Design mini_cpu_loader_flat, sky130hd; sources not shown.
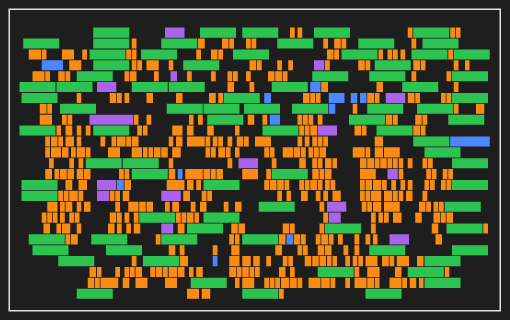
**Above:** placement by cell class.
Drawn at 4 px/um.
Key: green = flops [cells 83, share of their area 47%]; blue = other buffers and delay cells [cells 13, share of their area 2.4%]; purple = clock drivers and dummy loads [cells 16, share of their area 4.5%]; orange = combinational and other logic [cells 441, share of their area 46%]
Design Area, Final: 0.00457 mm2
cell row count: 25

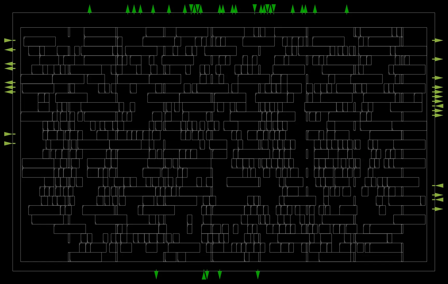
**Above:** placement view.
Taps Inserted: 108
Seq area share: 45.5%
Finished Layout Cells: 661

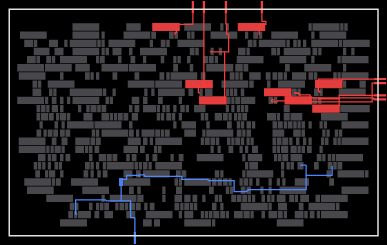
**Above:** port wiring.
Drawn at 3 px/um.
Key: red = rf_wdata [direction output, end cells 8, wire 219 um]; blue = cpu_en [direction output, end cells 1, wire 134 um]
number of buffers added on ports: 0
io pins: 54

==> metrics.cfg <==
[floorplanning]
die_y_um=75.0
coreArea_mm2=0.00801
die_x_um=122
chip_area_mm2=0.00918
fp-utilization_pct=52.5

[setup_path]
cpMaxStageDelayCell=clkbuf_1
critPathRequiredTime_ns=6.75
critPathLaunchType=flip-flop
arrival_ns=1.84
slowest_delay_ns=0.65
cp-end-kind=primary output
worstPathMaxFanout=10
worstSetupPathType=flip-flop to primary output
path_cells=inv_1 > nor2_2 > nand2_2 > clkbuf_1
r2r_slack_ns=6.55
r2r_cells=7

[logic_synthesis]
synthTopCellsByCount=nand2_1, dfrtp_1, inv_1
synth_area_per_cell_um2=7.84
yosys-stat-cells=536
ys_seq_share_pct=49.4
postSynth.asyncResetShare_pct=100
ys_types=34
synthesis.nets=552
ys_warn_count=0
flop_cell=dfrtp_1
netlist_area_mm2=0.00420
most_common_cell=nand2_1
area_leaders=dfrtp_1, nand2_1, o21ai_0
edf_count=0
yosysTopAreaCell=dfrtp_1
syn_inst=536
top_cell_area_share_pct=49.4
synth_flops=83
yosys_area_mm2=0.00420

[pwr]
p_per_area_mw_per_mm2=355
p_total_mw=1.62
vdd_ir_drop_max_uv=210
p_leak_nw=2.37

[run]
maxCapViolCount=0
warnings=27

[cts]
path_clk_slew_ns=0.09
h-tree-depth=3
clk_latency_ns=0.36
numCtsBuffers=9
post_cts_buffers=0
cts_sinks=83
cts-root-buf=clkbuf_8
cts_tree=built
ctsHoldBuffers=0
cts_resized=0
clockBufferDepth=2

[place]
gp_congestion=0.966
pre_cts_slack_ns=5.33
dp_hpwl_mm=8.17

[final_layout]
lay_top_cells=nand2_1, dfrtp_1, inv_1, nor2_1, o21ai_0
fillers=771
layout_top_cell=nand2_1
syn_to_final_growth_pct=8.69
antennaDiodeCount=0
drive_gt1_share_pct=8.86
final_core_utilization_pct=57.1
fin_nets=564

[final_timing]
worstMarginPinSlew_ns=0.815
max_slew_margin_pct=45.7
finalSetupViolCount=0
period_needed_ns=3.72
slew_viol_final=0
fmax_mhz=269
hold_viol=0
finalClockPeriodUsage_pct=43.1
grt_setup_unrepaired=no
setup_tns_ns=0
worst_slack_ns=4.90

[hold_path]
min_delay_path_depth=2
min_path_type=flip-flop to flip-flop

[route]
drtPass1Iterations=5
totalWireLength_mm=10.7
drtIter0Drc=341
vias_per_cell=5.55
ant_nets=0
drt-wirelength-per-cell_um=16.2
route.detailed.drc=0
vias=3667

[global_routing]
antenna_found_initial=0
grt_overflow=0
grt_pass1_wl_mm=17.1
grtUsageTotal_pct=24.9
first_global_vias=3184
grt_max_degree=48

[status]
outcome=complete, no violations

## kinds of logic (layout without fill, tap and decap cells)
group | count (synthesis) | in the layout | share of synthesized area [%]
and+or+nand+nor | 271 | 271 | 27.2
AOI/OAI and AO/OA | 96 | 96 | 12.7
DFF | 83 | 83 | 49.4
xor gates and xnor gates | 11 | 11 | 2.29
adders and majority gates | 4 | 4 | 1.19
buffers and inverters | 71 | 88 | 7.20
## worst max-delay path: cells and delay by family (launching register included)
kind	cells	cell delay (ns)
flops	1	0.49
simple gates	2	0.23
buf+inv	2	0.76
## layer usage
layer	part of all wire, %	global-route usage, %	vias up
li1	-	-	1761
met1	51	40.0	1763
met2	38	31.5	135
met3	9.2	8.11	8
met4	0.79	6.13	0
met5	0	0	-
## power breakdown
| part | internal, mW | switching (mW) | leakage (nW) |
|---|---|---|---|
| Clock | 0.135 | 0.150 | 0.0958 |
| Combinational | 0.207 | 0.384 | 1.28 |
| Sequential | 0.518 | 0.226 | 0.995 |
## layout make-up
type / count / area, um2 / share of cell area, %
Clock inverter: 7 / 76.3 / 1.67
Inverter: 59 / 226 / 4.96
Buffer: 12 / 78.8 / 1.73
Sequential cell: 83 / 2080 / 45.5
Clock buffer: 9 / 124 / 2.71
Tap cell: 108 / 135 / 2.96
Timing Repair Buffer: 1 / 27.5 / 0.602
Multi-Input combinational cell: 382 / 1820 / 39.9
## stage by stage
step           hold slack (ns)  instances  cell area (um2)
3_5_place_dp             0.322        645             4370
4_1_cts                  0.344        661             4570
3_3_place_gp             0.315        644             4340
5_1_grt                  0.364        661             4570
2_1_floorplan            0.299        536             4200
6_report                 0.340        661             4570
Power is estimated from default activity; no workload was simulated.
